File: src/rtl/count_ctrl_if.sv
// Bus between the CPU-side I/O decode and the interval timer controller.
// The master drives configuration, run control and acknowledge; the slave returns counter status.
interface count_ctrl_if #(
  parameter int WIDTH = 8
);
  logic             cfg_we;
  logic [WIDTH-1:0] cfg_period;
  logic             cfg_mode;
  logic             start;
  logic             stop;
  logic             irq_ack;
  logic [WIDTH-1:0] cnt;
  logic             tick;
  logic             irq;
  logic             ovf;
  logic             busy;

  modport master (
    output cfg_we, cfg_period, cfg_mode, start, stop, irq_ack,
    input  cnt, tick, irq, ovf, busy
  );

  modport slave (
    input  cfg_we, cfg_period, cfg_mode, start, stop, irq_ack,
    output cnt, tick, irq, ovf, busy
  );
endinterface

File: src/rtl/count_ctrl.sv
// Programmable interval timer: sequences a cycle counter through IDLE/RUN,
// emits a one-cycle tick at each terminal count and keeps a level irq with a sticky overrun flag.
module count_ctrl #(
  parameter int WIDTH = 8
) (
  input  logic        clk,
  input  logic        rst,
  count_ctrl_if.slave bus
);

  typedef enum logic {
    IDLE,
    RUN
  } state_t;

  state_t           state;
  logic [WIDTH-1:0] period_r;
  logic             mode_r;
  logic [WIDTH-1:0] start_period;
  logic [WIDTH-1:0] last_cnt;

  // A write in the same cycle as start must already govern that start.
  assign start_period = bus.cfg_we ? bus.cfg_period : period_r;
  assign last_cnt     = period_r - {{(WIDTH-1){1'b0}}, 1'b1};

  always_ff @(posedge clk) begin
    if (rst) begin
      state      <= IDLE;
      period_r   <= '0;
      mode_r     <= 1'b0;
      bus.cnt    <= '0;
      bus.tick   <= 1'b0;
      bus.irq    <= 1'b0;
      bus.ovf    <= 1'b0;
      bus.busy   <= 1'b0;
    end else begin
      bus.tick <= 1'b0;
      if (bus.irq_ack) begin
        bus.irq <= 1'b0;
        bus.ovf <= 1'b0;
      end
      case (state)
        IDLE: begin
          if (bus.cfg_we) begin
            period_r <= bus.cfg_period;
            mode_r   <= bus.cfg_mode;
          end
          if (bus.start && !bus.stop && (start_period != '0)) begin
            state    <= RUN;
            bus.busy <= 1'b1;
            bus.cnt  <= '0;
          end
        end
        RUN: begin
          if (bus.stop) begin
            state    <= IDLE;
            bus.busy <= 1'b0;
            bus.cnt  <= '0;
          end else if (bus.cnt == last_cnt) begin
            bus.cnt  <= '0;
            bus.tick <= 1'b1;
            // A terminal event on the acknowledge edge re-raises irq but is not an overrun.
            bus.irq  <= 1'b1;
            if (bus.irq && !bus.irq_ack) begin
              bus.ovf <= 1'b1;
            end
            if (!mode_r) begin
              state    <= IDLE;
              bus.busy <= 1'b0;
            end
          end else begin
            bus.cnt <= bus.cnt + {{(WIDTH-1){1'b0}}, 1'b1};
          end
        end
      endcase
    end
  end

endmodule

File: src/flat_wrapper.sv
// flat-port wrapper written by rule: the top's interface ports become plain ports
module count_ctrl_flat 
#(
  parameter int WIDTH = 8
)
  (clk, rst, bus_cfg_we, bus_cfg_period, bus_cfg_mode, bus_start, bus_stop, bus_irq_ack, bus_cnt, bus_tick, bus_irq, bus_ovf, bus_busy);
  count_ctrl_if #(.WIDTH(WIDTH)) bus_i ();
  input  logic clk;
  input  logic rst;
  input wire logic [$bits(bus_i.cfg_we)-1:0] bus_cfg_we;
  input wire logic [$bits(bus_i.cfg_period)-1:0] bus_cfg_period;
  input wire logic [$bits(bus_i.cfg_mode)-1:0] bus_cfg_mode;
  input wire logic [$bits(bus_i.start)-1:0] bus_start;
  input wire logic [$bits(bus_i.stop)-1:0] bus_stop;
  input wire logic [$bits(bus_i.irq_ack)-1:0] bus_irq_ack;
  output wire logic [$bits(bus_i.cnt)-1:0] bus_cnt;
  output wire logic [$bits(bus_i.tick)-1:0] bus_tick;
  output wire logic [$bits(bus_i.irq)-1:0] bus_irq;
  output wire logic [$bits(bus_i.ovf)-1:0] bus_ovf;
  output wire logic [$bits(bus_i.busy)-1:0] bus_busy;
  assign bus_i.cfg_we = bus_cfg_we;
  assign bus_i.cfg_period = bus_cfg_period;
  assign bus_i.cfg_mode = bus_cfg_mode;
  assign bus_i.start = bus_start;
  assign bus_i.stop = bus_stop;
  assign bus_i.irq_ack = bus_irq_ack;
  assign bus_cnt = bus_i.cnt;
  assign bus_tick = bus_i.tick;
  assign bus_irq = bus_i.irq;
  assign bus_ovf = bus_i.ovf;
  assign bus_busy = bus_i.busy;
  count_ctrl #(.WIDTH(WIDTH)) u_core (.clk(clk), .rst(rst), .bus(bus_i));
endmodule
File: config.mk
export PLATFORM = sky130hd
export DESIGN_NAME = count_ctrl_flat
export DESIGN_NICKNAME = d
export VERILOG_FILES = /design/src/rtl/count_ctrl_if.sv /design/src/rtl/count_ctrl.sv /design/src/flat_wrapper.sv
export SDC_FILE = /design/constraint.sdc
export NUM_CORES = 1
export LEC_CHECK = 0
export CORE_UTILIZATION = 50
export CTS_BUF_LIST = sky130_fd_sc_hd__clkbuf_16
export CTS_CLUSTER_SIZE = 12
export DETAILED_ROUTE_END_ITERATION = 16
export GPL_TIMING_DRIVEN = 0
export PLACE_DENSITY = 0.77
export SLEW_MARGIN = 15
export SYNTH_ARGS = -nofsm -noshare
export SYNTH_HDL_FRONTEND = slang
export SYNTH_SLANG_ARGS = --single-unit
File: constraint.sdc
create_clock -name clk -period 6.18 [get_ports clk]
set_input_delay 1.236 -clock clk [delete_from_list [all_inputs] [get_ports clk]]
set_output_delay 1.236 -clock clk [all_outputs]
set_load 0.02 [all_outputs]
==> results.toml <==
# physical design summary
[pwr]
sequentialPower_mw = 0.155
p_clk_share_pct = 37.7
p_per_area_nw_per_um2 = 217
power_mw = 0.359
p_int_mw = 0.266
p_sw_mw = 0.0930
powerClk_mw = 0.135
swShare_pct = 25.9
power-top-group = "sequential cells"
leakagePower_nw = 0.610
pg_comb_mw = 0.0680
ir_worst_vdd_mv = 0.160
pwr-share-comb_pct = 19.0

[final_timing]
final.setup.worst_slack_ns = 3.28
holdWs_ns = 0.479
maxSlewHeadroom_pct = 68.8
setup_viol = 0
period_minus_slack_ns = 2.90
setup-tns-final_ns = 0
fmax_ghz = 0.345
skew_ns = 0.00507
tightestPinTransition_ns = 0.466
slew_violations = 0
rsz0062_at_grt = "no"
hold_violations = 0

[yosys]
synth-adder-area-share_pct = 1.96
postSynthSeqShare_pct = 34.4
netlist_area_um2 = 1280
ys.flops = 22
ys_cells = 168
yosys.area_share.aoi_pct = 19.3
synthDistinctLibCells = 36
area_leaders = "dfxtp_1 (34%), nand2_1 (9.4%), o211ai_1 (5.9%)"
logic_family = "simple AND/OR/NAND/NOR gates"
ys_sh_simple_pct = 30.9
synth-edff-count = 0
async_reset_ff_share_pct = 0
synth_top_area_share_pct = 34.4
synth.top_cells.by_count = "nand2_1 (32), dfxtp_1 (22), nor2_1 (14)"
mux_area_share_pct = 0
ys_sh_xor_pct = 6.85
synth.avg_cell_area_um2 = 7.61
dominantRegCellSynth = "dfxtp_1"
yosysTopAreaCell = "dfxtp_1"
fp_nets = 185
syn_inst = 168

[floorplan]
die_w_um = 52.6
chip_area_um2 = 2760
ios = 27
die_h_um = 52.6
fp_util_pct = 55.2

[critical_path]
path_class = "primary input to register"
slowest_delay_ns = 0.53
cp.arrival_ns = 3.08
ff2ff_path_depth = 10
start_kind = "primary input"
required_ns = 6.36
critPathSlowestCell = "clkdlybuf4s50_1"
rr_startpoint = "u_core.period_r[0]"
r2r-end = "u_core.bus.cnt[6]"
critPathMaxFanout = 6
r2r_slack_ns = 3.86

[grt]
grt_pass1_vias = 1220
grt_remaining_overflow = 0
grt_pass1_wl_mm = 5.35
antenna_found_initial = 0
grt_max_degree = 12

[clock_network]
tritoncts = "done"
clk_pin_slew_ns = 0.06
cts_hold_buffers = 0
cts_buffers = 3
cts_resized = 0
post-cts-setup-buffer-count = 0
clk_path_buf_depth = 2
cts_max_level = 1
clock_latency_ns = 0.25
cts_root_buf = "clkbuf_16"

[placed_design]
gp_congestion = 0.792
dp_cells = 222
dp_hpwl_mm = 2.29
place_ws_ns = 3.05
post_dp_cell_area_um2 = 1570
port_buffers = 26

[drt]
drt_iter0_drc = 18
drcViolationCount = 0
drtPass1Iterations = 4
drtAntennaViolNets = 0

[cells_and_area]
comb_area_um2 = 754
final_layout_size_suffix_gt1_share_pct = 5.58
fillers = 193
insertedDiodeCount = 0
area_delta_synth_final_pct = 29.0
reg_top3 = "u_core.bus.cnt (8), u_core.period_r (8)"
regArea_um2 = 440
final_net_count = 216

[run]
drv_cap = 0
warnings = 26

[status]
status = "finished, final reports clean"

[min_path]
hold_class = "register to register"
hold_depth = 1
min_from = "u_core.bus.ovf"
min_to = "u_core.bus.ovf"
==> metal layers <==
metal	track usage, %	vias up	wire, um
met5	0	-	0
met2	42.8	27	1350
met4	7.89	0	36
met1	35.0	599	1540
li1	-	651	-
met3	3.77	5	106
==> cell families (layout without fill, tap and decap cells) <==
| logic type | after synthesis | after routing |
|---|---|---|
| compound gates | 38 | 38 |
| xor+xnor | 10 | 10 |
| fa+ha+maj | 2 | 2 |
| buf+inv | 16 | 45 |
| flops | 22 | 22 |
| simple gates | 80 | 80 |
==> placed cells by master, fill, tap and decap left out, drive strengths merged, types with 3 or more instances in the layout <==
master and instances:
buf 4, nor3 4, xor2 6, nand2 33
dfxtp 22, nor2 14, nand3 7, clkdlybuf4s50 26
clkbuf 8, inv 7, nor2b 3, and2 3
o211ai 10, o21ai 6, xnor2 4, nor4 7
a21oi 12
==> worst max-delay path by stage <==
stage                 startpoint  cells past startpoint  slack (ns)           endpoint
2_1_floorplan  bus_cfg_period[1]                      6        3.78  u_core.bus.cnt[2]
3_3_place_gp   bus_cfg_period[1]                      7        3.07  u_core.bus.cnt[2]
3_5_place_dp          bus_cfg_we                      7        3.05  u_core.bus.cnt[2]
4_1_cts               bus_cfg_we                      7        3.28  u_core.bus.cnt[2]
5_1_grt        bus_cfg_period[1]                      7        3.16  u_core.bus.cnt[6]
6_report              bus_cfg_we                      7        3.28  u_core.bus.cnt[2]
==> layout make-up <==
class / count / area share [%]
plain buffers: 9 / 3.49
multi-input cells: 130 / 45.8
inverters: 7 / 1.59
repair buffers: 26 / 15.8
flip-flops and latches: 22 / 26.7
well taps: 28 / 2.12
clock buffers: 3 / 4.55
==> worst max-delay path, delay by kind of cell <==
family	cells	cell delay, ns
AND/OR/NAND/NOR	4	0.85
buffers and inverters	1	0.53
AND-OR/OR-AND	2	0.46
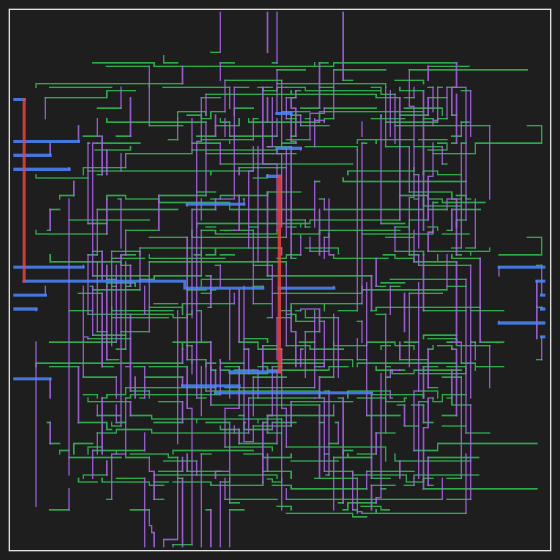
**Above:** wiring by layer.
Red stands for M4, wire length 36.7 um. Blue stands for M3, wire length 106 um. Green stands for M1, wire length 1540 um. Purple stands for M2, wire length 1350 um.
Detailed Route WL: 3.04 mm
WL/cell: 13.5 um
via count: 1282

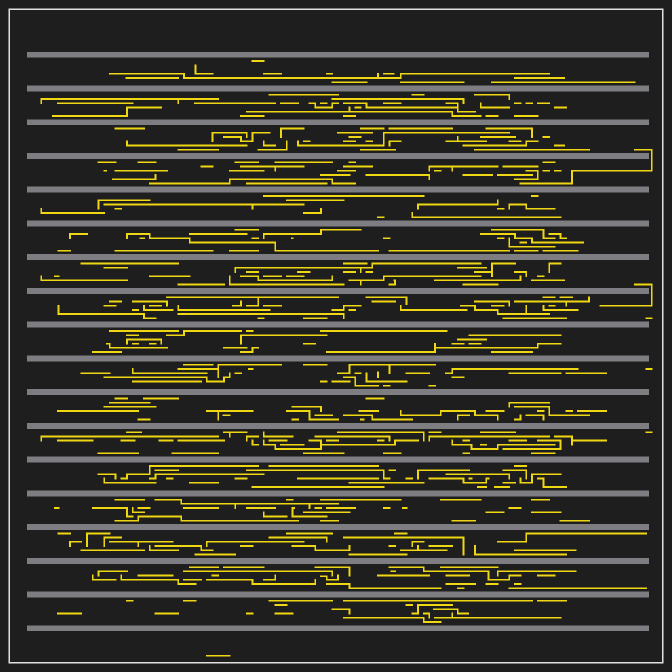
**Above:** M1 wires.
Supply wires on this layer in grey.
The layer holds 51% of the routed length. 194 nets have wire on it.
global-route track usage on met1: 35.0%

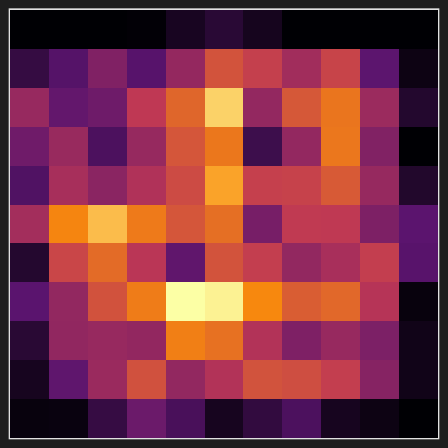
**Above:** signal metal coverage by tile.
11 x 11 tiles, from black (low) to pale yellow (high), scaled to the fullest tile. Values are wire area over tile area, all layers added.
34% of the tiles are over half the peak. The fullest tile reaches 0.46. 8.3% of the tiles are nearly empty. The densest ninth of the die: middle. The mean over all tiles is 0.17. The emptiest ninth of the die: top left.
All-Layer GR Usage: 26.1%

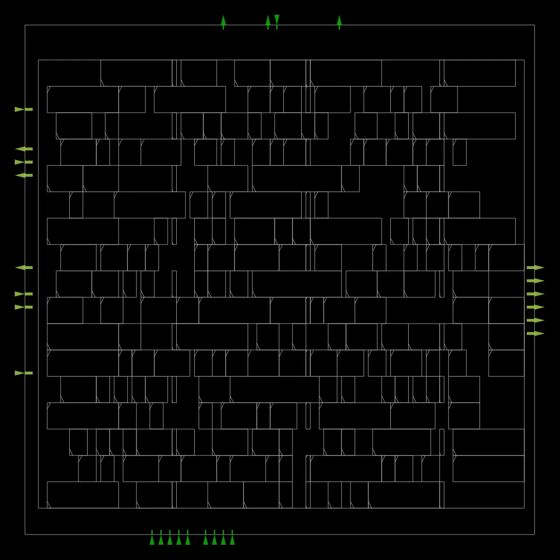
**Above:** placement view.
Non-Filler Instances: 225
tap cells: 28
FFs & Latches: 22
Core Box Area: 2320 um2

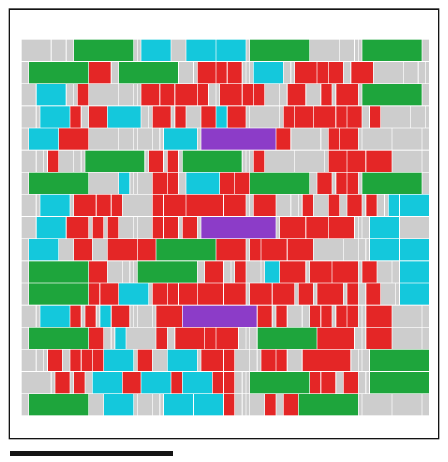
**Above:** placement by cell class.
The bar under the picture is 20 um long. Fill, decap, tap and diode cells in grey.
Green stands for registers, cells 22, share of their area 27%. Purple stands for clock-net drivers, cells 3, share of their area 4.7%. Red stands for remaining logic cells, cells 137, share of their area 48%. Cyan stands for remaining buffers and delay cells, cells 35, share of their area 20%.
# rows: 17
flop share of the area: 26.7%
Post-Route Utilization: 71.1%
final instance area: 1650 um2

Power is estimated from default activity; no workload was simulated.
